## src/rtl/counter_seq_ctrl.sv

```systemverilog
// Sequencer for an up/down scope counter: prescaled step/load strobes that sweep
// the external counter between latched low/high limits in one of four modes.
module counter_seq_ctrl #(
  parameter int WIDTH = 6,
  parameter int DIV_W = 24
) (
  input  logic             clock,
  input  logic             rst,
  input  logic             start,
  input  logic             stop,
  input  logic [1:0]       mode,
  input  logic [WIDTH-1:0] lo_lim,
  input  logic [WIDTH-1:0] hi_lim,
  input  logic [DIV_W-1:0] div,
  input  logic [WIDTH-1:0] cnt_value,
  output logic             cnt_en,
  output logic             cnt_dir,
  output logic             cnt_load,
  output logic [WIDTH-1:0] cnt_load_val,
  output logic             busy,
  output logic             done,
  output logic             err
);

  typedef enum logic [1:0] {IDLE, INIT, RUN, DONE} state_t;

  localparam logic [1:0] M_UP      = 2'd0;
  localparam logic [1:0] M_DOWN    = 2'd1;
  localparam logic [1:0] M_BOUNCE  = 2'd2;
  localparam logic [1:0] M_ONESHOT = 2'd3;

  state_t           state_q, state_d;
  logic [DIV_W-1:0] psc_q, psc_d;
  logic [DIV_W-1:0] div_q, div_d;
  logic [WIDTH-1:0] lo_q, lo_d, hi_q, hi_d;
  logic [1:0]       mode_q, mode_d;
  logic             dir_q, dir_d;
  logic             err_q, err_d;
  logic             tick;
  logic             outside;

  always_ff @(posedge clock or posedge rst) begin
    if (rst) begin
      state_q <= IDLE;
      psc_q   <= '0;
      div_q   <= '0;
      lo_q    <= '0;
      hi_q    <= '0;
      mode_q  <= M_UP;
      dir_q   <= 1'b1;
      err_q   <= 1'b0;
    end else begin
      state_q <= state_d;
      psc_q   <= psc_d;
      div_q   <= div_d;
      lo_q    <= lo_d;
      hi_q    <= hi_d;
      mode_q  <= mode_d;
      dir_q   <= dir_d;
      err_q   <= err_d;
    end
  end

  assign tick    = (psc_q == div_q);
  assign outside = (cnt_value < lo_q) || (cnt_value > hi_q);

  always_comb begin
    state_d      = state_q;
    psc_d        = psc_q;
    div_d        = div_q;
    lo_d         = lo_q;
    hi_d         = hi_q;
    mode_d       = mode_q;
    dir_d        = dir_q;
    err_d        = 1'b0;
    cnt_en       = 1'b0;
    cnt_load     = 1'b0;
    cnt_load_val = '0;
    unique case (state_q)
      IDLE: begin
        psc_d = '0;
        if (start) begin
          if (lo_lim > hi_lim) begin
            err_d = 1'b1;
          end else begin
            mode_d  = mode;
            lo_d    = lo_lim;
            hi_d    = hi_lim;
            div_d   = div;
            state_d = INIT;
          end
        end
      end
      INIT: begin
        if (stop) begin
          state_d = IDLE;
        end else begin
          cnt_load     = 1'b1;
          cnt_load_val = (mode_q == M_DOWN) ? hi_q : lo_q;
          dir_d        = (mode_q != M_DOWN);
          psc_d        = '0;
          state_d      = RUN;
        end
      end
      RUN: begin
        if (stop) begin
          state_d = IDLE;
        end else begin
          psc_d = tick ? '0 : psc_q + DIV_W'(1);
          if (tick) begin
            unique case (mode_q)
              M_UP: begin
                if (cnt_value >= hi_q || cnt_value < lo_q) begin
                  cnt_load     = 1'b1;
                  cnt_load_val = lo_q;
                end else begin
                  cnt_en = 1'b1;
                  dir_d  = 1'b1;
                end
              end
              M_DOWN: begin
                if (cnt_value <= lo_q || cnt_value > hi_q) begin
                  cnt_load     = 1'b1;
                  cnt_load_val = hi_q;
                end else begin
                  cnt_en = 1'b1;
                  dir_d  = 1'b0;
                end
              end
              M_BOUNCE: begin
                // Turnaround flips direction and steps in the new direction on the same tick
                if (outside) begin
                  cnt_load     = 1'b1;
                  cnt_load_val = lo_q;
                  dir_d        = 1'b1;
                end else if (lo_q != hi_q) begin
                  cnt_en = 1'b1;
                  if (dir_q && cnt_value >= hi_q)       dir_d = 1'b0;
                  else if (!dir_q && cnt_value <= lo_q) dir_d = 1'b1;
                end
              end
              M_ONESHOT: begin
                if (cnt_value >= hi_q) begin
                  state_d = DONE;
                end else begin
                  cnt_en = 1'b1;
                  dir_d  = 1'b1;
                end
              end
              default: ;
            endcase
          end
        end
      end
      DONE: state_d = IDLE;
      default: state_d = IDLE;
    endcase
  end

  // Direction presented is the one taking effect at this edge, so a bounce step agrees with the flip
  assign cnt_dir = dir_d;
  assign busy    = (state_q != IDLE);
  assign done    = (state_q == DONE);
  assign err     = err_q;

endmodule

```

## config.mk

```make
export PLATFORM = sky130hd
export DESIGN_NAME = counter_seq_ctrl
export DESIGN_NICKNAME = d
export VERILOG_FILES = /design/src/rtl/counter_seq_ctrl.sv
export SDC_FILE = /design/constraint.sdc
export NUM_CORES = 1
export LEC_CHECK = 0
export CORE_MARGIN = 2
export CORE_UTILIZATION = 47
export CTS_BUF_LIST = sky130_fd_sc_hd__clkbuf_16
export DETAILED_ROUTE_END_ITERATION = 16
export DONT_BUFFER_PORTS = 1
export MAX_ROUTING_LAYER = met4
export SLEW_MARGIN = 20
export SYNTH_ARGS = -nofsm -noshare
export SYNTH_HDL_FRONTEND = slang
export SYNTH_SLANG_ARGS = --single-unit
```

## constraint.sdc

```tcl
create_clock -name clock -period 11.2 [get_ports clock]
set_input_delay 3.36 -clock clock [delete_from_list [all_inputs] [get_ports clock]]
set_output_delay 3.36 -clock clock [all_outputs]
set_load 0.02 [all_outputs]
```

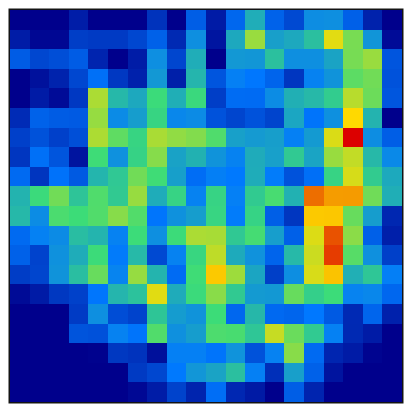
**Above:** run 1 (signal metal coverage by tile).
(4 px per um) 20 x 20 tiles, from dark blue (low) to red (high), scaled to the fullest tile. Values are wire area over tile area, all layers added.
tiles over half the peak: 18%
nearly empty tiles: 13%
fullest tile: 0.51
emptiest ninth of the die: south-west
densest ninth of the die: east

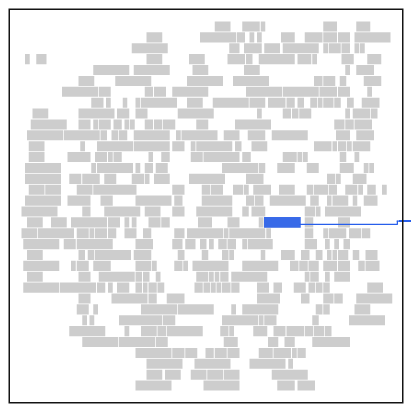
**Above:** run 1 (nets reached from selected ports).
(4 px per um)
| colour | port | bits | direction | end cells | buffers | wire |
|---|---|---|---|---|---|---|
| blue | err | 1 | output | 1 | 0 | 26.0 um |

==> results.json, run 1 <==
{
  "power-top-group": "combinational cells",
  "power_mw": 1.13,
  "n_all_buffers": 1,
  "edf_count": 0,
  "fp.dieW_um": 98.0,
  "critPathArrivalTime_ps": 5560,
  "io_pins": 60,
  "hold_start": "div_q[16]$_DFFE_PP0P_",
  "post-synth-top-area-fraction_pct": 39.2,
  "num_tap_cells": 108,
  "r2r_cells": 8,
  "num_antenna_cells": 2,
  "ant_nets": 0,
  "p_seq_mw": 0.403,
  "netlist_area_um2": 4150,
  "final-max-slew-violation-count": 0,
  "outcome": "completed",
  "hold_depth": 1,
  "max_freq_ghz": 0.112,
  "post-route-period-util_pct": 79.6,
  "hold_class": "flip-flop to flip-flop",
  "grt_setup_unrepaired": "no",
  "fp_nets": 473,
  "post-place-ws_ps": 2300,
  "power.density_nw_per_um2": 249,
  "p_int_mw": 0.709,
  "worst_pin_slew_ps": 950,
  "clock_cell_area_share_pct": 6.86,
  "grt_overflow": 0,
  "cts_setup_buffers": 0,
  "hold_path_end": "div_q[16]$_DFFE_PP0P_",
  "period_minus_slack_ps": 8920,
  "finalHoldViolations": 0,
  "swShare_pct": 37.3,
  "chipArea_um2": 9600,
  "maxCapViolCount": 0,
  "leakagePower_nw": 1.93,
  "tns_ps": 0,
  "ys_cells": 402,
  "dp_hpwl_mm": 6.79,
  "htree_levels": 3,
  "clock_skew_ps": 7.93,
  "grt_max_degree": 67,
  "seq_share_pct": 36.4,
  "tool_warnings": 29,
  "setup_viol": 0,
  "drive_gt1_share_pct": 17.3,
  "gp_congestion": 0.955,
  "r2r_end": "dir_q$_DFF_PP1_",
  "num-nonclk-inverters": 28,
  "syn_avg_cell_area_um2": 10.3,
  "vias": 2962,
  "num-fill-cells": 773,
  "ff_type": "dfrtp_1",
  "buf_share_pct": 0.165,
  "stdcell_area_um2": 4540,
  "vias_per_cell": 5.75,
  "area_dominant_class": "logic gates",
  "cts_buffers": 9,
  "grt_pass1_wl_mm": 15.2,
  "comb_cells": 294,
  "topCellsByArea": "dfrtp_1, mux2_2, ha_1",
  "rr_startpoint": "lo_q[4]$_DFFE_PP0P_",
  "clock_path_buffers": 2,
  "die_h_um": 98.0,
  "core_area_um2": 8640,
  "synth_cells": 402,
  "path_clk_slew_ps": 50,
  "logic_area_um2": 2320,
  "critPathRequiredTime_ps": 7840,
  "grt_pass1_vias": 3015,
  "clk_latency_ps": 330,
  "seq_power_share_pct": 35.7,
  "worst_slack_ps": 2280,
  "wl_per_cell_um": 17.8,
  "cts_tree": "built",
  "synth_seq_share_pct": 39.8,
  "cts_resized": 0,
  "dr.pass1.iters": 4,
  "yosysUniqueCellTypes": 69,
  "top_cell": "dfrtp_1",
  "yosys-top-cells-count": "dfrtp_1, mux2_2, xnor2_1, inv_1, nand2_1",
  "fp_util_pct": 48.1,
  "postCtsHoldBufs": 0,
  "drc": 0,
  "startpoint": "cnt_value[4]",
  "pwr-share-comb_pct": 38.4,
  "wl_mm": 9.17,
  "antenna_found_initial": 2,
  "p_comb_mw": 0.434,
  "rows": 34,
  "top_regs": "div_q: 24 flops, psc_q: 24 flops",
  "start_kind": "primary input",
  "p_sw_mw": 0.422,
  "cts-root-buf": "clkbuf_16",
  "r2r_setup_slack_ps": 8420,
  "powerClk_mw": 0.293,
  "synth_top_cell_by_area": "dfrtp_1",
  "clkbuf_count": 9,
  "ys_chip_area_um2": 4150,
  "final_nets": 471,
  "port_buffers": 0
}
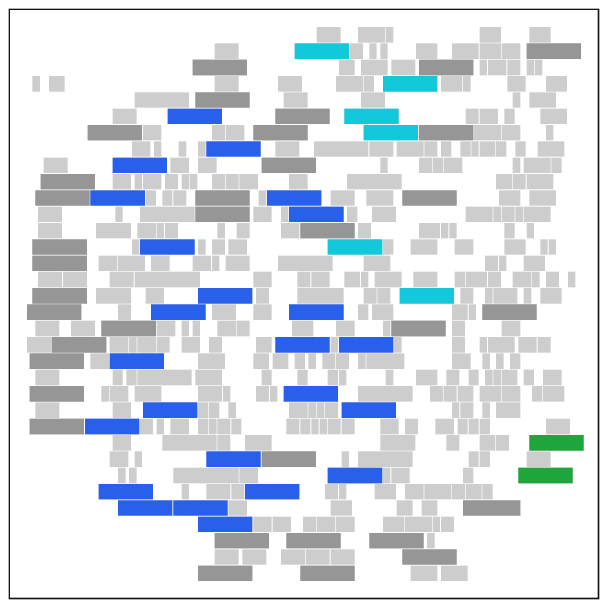
**Above:** run 1 (register map, names as in the netlist).
(6 px per um) Other sequential cells in the stronger grey, the rest of the logic in the fainter grey.
| colour | name in the netlist | flops |
|---|---|---|
| cyan | lo_q | 6 |
| blue | psc_q | 24 |
| green | mode_q | 2 |
not coloured: 34

==> run 1: per-layer routing <==
layer,share of wire (%),track usage [%]
met5,0,-
met4,1.6,6.41
met3,4.2,4.72
met2,48,32.1
met1,46,26.8
==> run 1: worst max path at each step <==
stage / depth (start not counted) / endpoint
floorplan: 7 / cnt_load
global placement: 7 / cnt_load
detailed placement: 7 / cnt_load
CTS: 7 / cnt_load
global route: 7 / cnt_load
finish: 7 / cnt_load
==> run 1: cell usage in the layout, fill, tap and decap left out, types with 3 or more instances in the layout <==
cell and count:
o21a_1 4, nor3_1 8, a31oi_1 6, nand2b_1 4
nand4_1 19, nor2b_1 7, nand2_1 24, dfrtp_1 65
a21oi_1 14, xor2_1 14, o31ai_1 3, o21ai_0 4
inv_1 28, ha_1 23, and3_1 5, a32o_1 6
nor2_1 23, clkbuf_16 9, mux2_2 29, mux2i_1 7
nor2_2 4, xnor2_1 29, nor4_1 3, mux2_1 5
o21ai_1 3, nand3_1 6
==> run 1: per-stage QoR <==
stage | utilization, % | cells | hold WS (ps)
floorplan | - | 402 | 486
global placement | 48.8 | 497 | 501
detailed placement | 48.8 | 497 | 506
CTS | 52.4 | 513 | 518
global route | 52.6 | 515 | 545
finish | 52.6 | 515 | 515
==> run 1: cells by family after synthesis <==
logic type / after synthesis / synth area share (%)
multiplexers: 41 / 10.9
adder cells (fa/ha/maj): 23 / 6.93
buffers and inverters: 42 / 4.46
flip-flops: 66 / 39.8
AND-OR/OR-AND: 68 / 12.4
AND/OR/NAND/NOR: 117 / 15.6
XOR/XNOR: 45 / 9.86
==> run 1: critical path, stage by stage <==
cell	delay, ps
ha_1	310
a21oi_1	160
nand2_1	70
a211oi_1	720
nor3_1	160
o211a_1	250
nor3_1	530
--- run 2 (diff from run 1) ---
==> constraint.sdc (replaced) <==
create_clock -name clock -period 8.9 [get_ports clock]
set_input_delay 2.67 -clock clock [delete_from_list [all_inputs] [get_ports clock]]
set_output_delay 2.67 -clock clock [all_outputs]
set_load 0.02 [all_outputs]
==> run 2 against run 1 <==
Effect of this change:
- global-route usage shrank 0.27 points
- final area decreased by 1.2%
- non-clock buffer count increased by 1
- die size stayed put
- sequential cell count stayed put
- clock power is 4% higher
- sequential power up 27%
- register-to-register slack worse by 2400 ps
- synthesized cell count unchanged
- count of clock-buffer cells in the layout unchanged
- first-iteration DRC count increased by 24%
- sequential share of layout area is 0.44 points higher
==> results.json, run 2 <==
{
  "outcome": "completed",
  "top_regs": "div_q: 24 flops, psc_q: 24 flops",
  "fin_util_pct": 52.0,
  "endpoint_kind": "primary output",
  "tns_ps": 0,
  "yosys-top-cells-count": "dfrtp_1, mux2_2, xnor2_1, inv_1, nand2_1",
  "topCellsByArea": "dfrtp_1, mux2_2, ha_1",
  "dr.pass1.iters": 4,
  "worst_pin_slew_ps": 923,
  "chipArea_um2": 9600,
  "logic_area_um2": 2320,
  "r2r_end": "dir_q$_DFF_PP1_",
  "clk_latency_ps": 330,
  "place_inst": 498,
  "clock_skew_ps": 7.62,
  "critPathRequiredTime_ps": 6230,
  "edf_count": 0,
  "leakagePower_nw": 1.92,
  "power_mw": 1.36,
  "crit_buf_inv": 0,
  "ff_type": "dfrtp_1",
  "clock_sinks": 66,
  "synth_cells": 402,
  "antenna_found_initial": 1,
  "grt_pass1_vias": 3139,
  "grt_max_degree": 67,
  "final_cell_mix": "dfrtp_1, mux2_2, xnor2_1",
  "grt_util_all_layers_pct": 20.3,
  "swShare_pct": 38.8,
  "wl_mm": 8.95,
  "clock_path_buffers": 2,
  "period_minus_slack_ps": 7640,
  "grt_pass1_wl_mm": 15.2,
  "cp_top_family": "AND-OR/OR-AND gates",
  "postCtsHoldBufs": 0,
  "final_nets": 472,
  "worst_slack_ps": 1260,
  "worstPathCellList": "ha_1 > a21oi_1 > nand2_1 > a211oi_1 > nor3_1 > o211a_1 > nor3_1",
  "seq_power_share_pct": 37.5,
  "cts_resized": 0,
  "syn_avg_cell_area_um2": 10.3,
  "die_h_um": 98.0,
  "areaGrowthSynthToFinish_pct": 8.14,
  "finalHoldViolations": 0,
  "vias": 3019,
  "top_cell": "dfrtp_1",
  "power.density_nw_per_um2": 303,
  "io_pins": 60,
  "ys_warn_count": 0,
  "p_int_mw": 0.831,
  "cpMostUsedCell": "nor3_1",
  "post-route-period-util_pct": 85.9,
  "pwr-share-comb_pct": 40.1,
  "post-synth-top-area-fraction_pct": 39.2,
  "critPathSlowestCell": "a211oi_1",
  "tool_warnings": 29,
  "cts_buffers": 9,
  "cpPeakStageDelay_ps": 780,
  "p_sw_mw": 0.527,
  "netlist_area_um2": 4150,
  "fp_util_pct": 48.1,
  "drc": 0,
  "wl_per_cell_um": 17.4,
  "start_kind": "primary input",
  "async_flop_share_pct": 100,
  "htree_levels": 3,
  "stdcell_area_um2": 4490,
  "fp.dieW_um": 98.0,
  "grt_overflow": 0,
  "yosysUniqueCellTypes": 69,
  "max_freq_ghz": 0.131,
  "rr_startpoint": "lo_q[4]$_DFFE_PP0P_",
  "hold_start": "div_q[16]$_DFFE_PP0P_",
  "gp_congestion": 0.931,
  "num-fill-cells": 795,
  "setup_viol": 0,
  "final-max-slew-violation-count": 0,
  "synth_seq_share_pct": 39.8,
  "holdWs_ps": 512,
  "critPathArrivalTime_ps": 4970,
  "dp_hpwl_mm": 6.72,
  "final_common_cell": "dfrtp_1",
  "maxCapViolCount": 0,
  "ant_nets": 0,
  "grt_setup_unrepaired": "no",
  "port_buffers": 0,
  "path_clk_slew_ps": 50,
  "cts_setup_buffers": 0,
  "vias_per_cell": 5.87,
  "synth_top_cell_by_area": "dfrtp_1",
  "fp_nets": 473,
  "cts-root-buf": "clkbuf_16",
  "ys_cells": 402,
  "r2r_setup_slack_ps": 6060,
  "cts_tree": "built",
  "rows": 34,
  "ys_chip_area_um2": 4150,
  "r2r_cells": 8
}
[run 2: cell counts after synthesis]
No cell type changed its count.
[run 2: area by class of cell]
cell class	count	area share [%]
tap	108	3.01
clock buffer	9	5.02
clock inverter	6	0.613
antenna	1	0.0558
inverter	28	2.34
sequential	66	36.8
multi-input combinational	294	51.8
timing repair buffer	2	0.335
[run 2: cell families after synthesis]
logic type               Yosys count  share of synthesized area [%]
AND-OR/OR-AND                     68                           12.4
XOR/XNOR                          45                           9.86
adder cells (fa/ha/maj)           23                           6.93
buffers and inverters             42                           4.46
flip-flops                        66                           39.8
multiplexers                      41                           10.9
AND/OR/NAND/NOR                  117                           15.6
[run 2: how the worst max path moves through the flow]
stage	startpoint	endpoint	slack (ps)	cells after the start
final	cnt_value[4]	cnt_load	1260	7
after CTS	cnt_value[4]	cnt_load	1300	7
after global placement	cnt_value[4]	cnt_load	1370	7
after global routing	cnt_value[4]	cnt_load	1100	7
after floorplan	cnt_value[4]	cnt_load	1660	7
after detailed placement	cnt_value[4]	cnt_load	1280	7
[run 2: layer usage]
layer / track usage (%) / part of all wire (%) / up-vias
met1: 25.5 / 45 / 1490
met3: 3.51 / 5.0 / 14
met4: 8.65 / 1.6 / 0
li1: - / - / 1445
met5: - / 0 / -
met2: 32.6 / 49 / 70
[run 2: worst reg2reg max path, stage by stage, from the launching register on]
cell and delay (ps):
dfrtp_1 410, inv_1 60, ha_1 310, a21oi_1 170, nand2_1 70, a211oi_1 780
a311o_1 210, o31ai_1 90, nor3_1 570
[run 2: power groups by stage]
stage / clock network, mW / registers [mW] / logic, mW
after global placement: 0 / 0.512 / 0.534
after floorplan: 0 / 0.470 / 0.466
after global routing: 0.322 / 0.525 / 0.609
after CTS: 0.311 / 0.509 / 0.548
final: 0.304 / 0.510 / 0.544
after detailed placement: 0 / 0.514 / 0.545
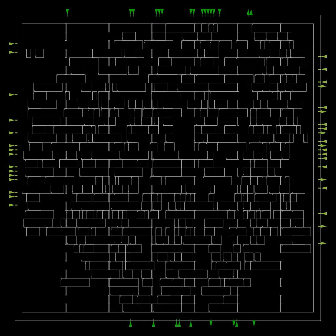
**Above:** run 2 (cell outlines without signal wires).
sequential share of cell area: 36.8%
tap cells: 108
final std cells w/o fill: 514
Core Box Area: 8640 um2

--- run 3 (diff from run 2) ---
--- a/config.mk
+++ b/config.mk
@@ -6,10 +6,11 @@
 export NUM_CORES = 1
 export LEC_CHECK = 0
 export CORE_MARGIN = 2
-export CORE_UTILIZATION = 47
+export CORE_UTILIZATION = 40
 export CTS_BUF_LIST = sky130_fd_sc_hd__clkbuf_16
 export DETAILED_ROUTE_END_ITERATION = 16
 export DONT_BUFFER_PORTS = 1
+export HOLD_SLACK_MARGIN = 0.15
 export MAX_ROUTING_LAYER = met4
 export SLEW_MARGIN = 20
 export SYNTH_ARGS = -nofsm -noshare
==> constraint.sdc (replaced) <==
create_clock -name clock -period 7.75 [get_ports clock]
set_input_delay 2.325 -clock clock [delete_from_list [all_inputs] [get_ports clock]]
set_output_delay 2.325 -clock clock [all_outputs]
set_load 0.02 [all_outputs]
==> run 3 against run 2 <==
Effect of this change:
- count of clock-buffer cells in the layout stayed put
- non-clock buffer count stayed put
- final area is 2.1% higher
- core utilization is 7.0 points lower
- wire length is 0.70% higher
- synthesized cell count stayed put
- total power is 21% higher
- critical path type unchanged
- highest routed layer unchanged
==> results.json, run 3 <==
{
  "simple_gate_share_pct": 15.6,
  "synth_top_cell_by_area": "dfrtp_1",
  "endpoint_kind": "primary output",
  "place_inst": 526,
  "grt_setup_unrepaired": "no",
  "antenna_found_initial": 1,
  "chipArea_um2": 11200,
  "path_clk_slew_ps": 60,
  "netlist_area_um2": 4150,
  "fp_nets": 473,
  "outcome": "completed",
  "setup_viol": 0,
  "top_cell": "dfrtp_1",
  "wl_mm": 9.01,
  "synth_seq_share_pct": 39.8,
  "rows": 37,
  "holdWs_ps": 519,
  "critPathArrivalTime_ps": 4560,
  "post-synth-top-area-fraction_pct": 39.2,
  "seq_power_share_pct": 35.6,
  "busiest_layer": "met2",
  "syn_avg_cell_area_um2": 10.3,
  "cts-root-buf": "clkbuf_16",
  "clock_skew_ps": 5.32,
  "grt_util_all_layers_pct": 17.6,
  "routed.top_layer": "met4",
  "finalHoldViolations": 0,
  "tns_ps": 0,
  "ant_nets": 0,
  "cts_setup_buffers": 0,
  "die_h_um": 106,
  "dp_hpwl_mm": 6.75,
  "cts_buffers": 9,
  "yosysUniqueCellTypes": 69,
  "wl_met1_mm": 4.08,
  "final_nets": 472,
  "clk_latency_ps": 330,
  "htree_levels": 3,
  "grt_use_met2_pct": 27.2,
  "vias_per_cell": 5.44,
  "start_kind": "primary input",
  "cts_resized": 0,
  "power_mw": 1.64,
  "num-fill-cells": 996,
  "post-route-period-util_pct": 88.9,
  "critPathRequiredTime_ps": 5430,
  "worst_slack_ps": 860,
  "cts_tree": "built",
  "final-max-slew-violation-count": 0,
  "synthTopLogicFamily": "simple AND/OR/NAND/NOR gates",
  "gp_congestion": 0.913,
  "pwr-share-comb_pct": 37.9,
  "ff_type": "dfrtp_1",
  "ys_chip_area_um2": 4150,
  "ys_cells": 402,
  "swShare_pct": 37.4,
  "wl_met2_mm": 4.29,
  "power.density_nw_per_um2": 358,
  "grtUsageMet3_pct": 5.57,
  "grt_pass1_wl_mm": 14.9,
  "tool_warnings": 29,
  "logic_area_um2": 2320,
  "final_common_cell": "dfrtp_1",
  "areaGrowthSynthToFinish_pct": 10.4,
  "wl_per_cell_um": 16.6,
  "worst_pin_slew_ps": 1050,
  "grt_pass1_vias": 2981
}
run 3: netlist changes by cell type in the layout (fill, tap and decap cells not counted):
cell        change
clkinv_2        -3
bufinv_16       +2
clkinv_4        +2
inv_1           -2
clkinv_1        +1
clkinvlp_4      +1
nand3_2         +1
nand3_4         -1
run 3: power by group through the flow:
stage | registers [mW] | clock network [mW] | logic [mW]
5_1_grt | 0.603 | 0.463 | 0.694
3_5_place_dp | 0.589 | 0 | 0.621
4_1_cts | 0.583 | 0.447 | 0.626
3_3_place_gp | 0.587 | 0 | 0.613
2_1_floorplan | 0.539 | 0 | 0.535
6_report | 0.583 | 0.436 | 0.621
run 3: layout make-up:
type                            instances  area share [%]
Timing Repair Buffer                    2           0.328
Tap cell                              136            3.71
Antenna cell                            1          0.0546
Multi-Input combinational cell        294            50.6
Inverter                               28            2.29
Clock inverter                          7            2.05
Clock buffer                            9            4.92
Sequential cell                        66            36.1
run 3: worst max-delay path, cell delays in order:
cell,delay (ps)
ha_1,310
a21oi_1,180
nand2_1,80
a211oi_1,710
nor3_1,170
o211a_1,250
nor3_1,540
run 3: final timing paths:
path | startpoint | end | slack, ps | cells after the start
max | cnt_value[4] | cnt_load | 860 | 7
max in group asynchronous | rst | lo_q[4]$_DFFE_PP0P_ | 5080 | 2
min reg2reg | div_q[18]$_DFFE_PP0P_ | div_q[18]$_DFFE_PP0P_ | 520 | 1
max reg2reg | lo_q[4]$_DFFE_PP0P_ | dir_q$_DFF_PP1_ | 4920 | 8
min in group asynchronous | rst | psc_q[9]$_DFFE_PP0P_ | 2110 | 2
min | div_q[18]$_DFFE_PP0P_ | div_q[18]$_DFFE_PP0P_ | 520 | 1
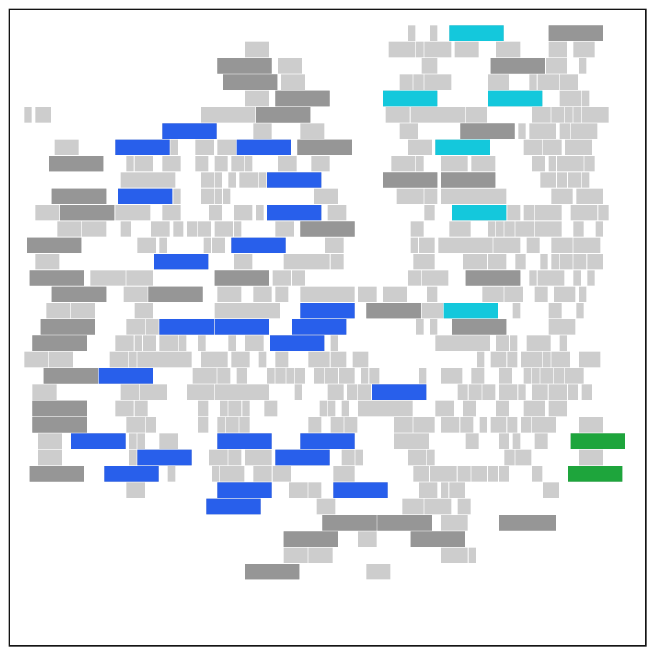
**Above:** run 3 (register map, names as in the netlist).
(6 px per um) Other sequential cells in the stronger grey, the rest of the logic in the fainter grey.
| colour | name in the netlist | flops |
|---|---|---|
| cyan | lo_q | 6 |
| blue | psc_q | 24 |
| green | mode_q | 2 |
not coloured: 34

No activity file was given, so power comes from the tool's default toggle rates.
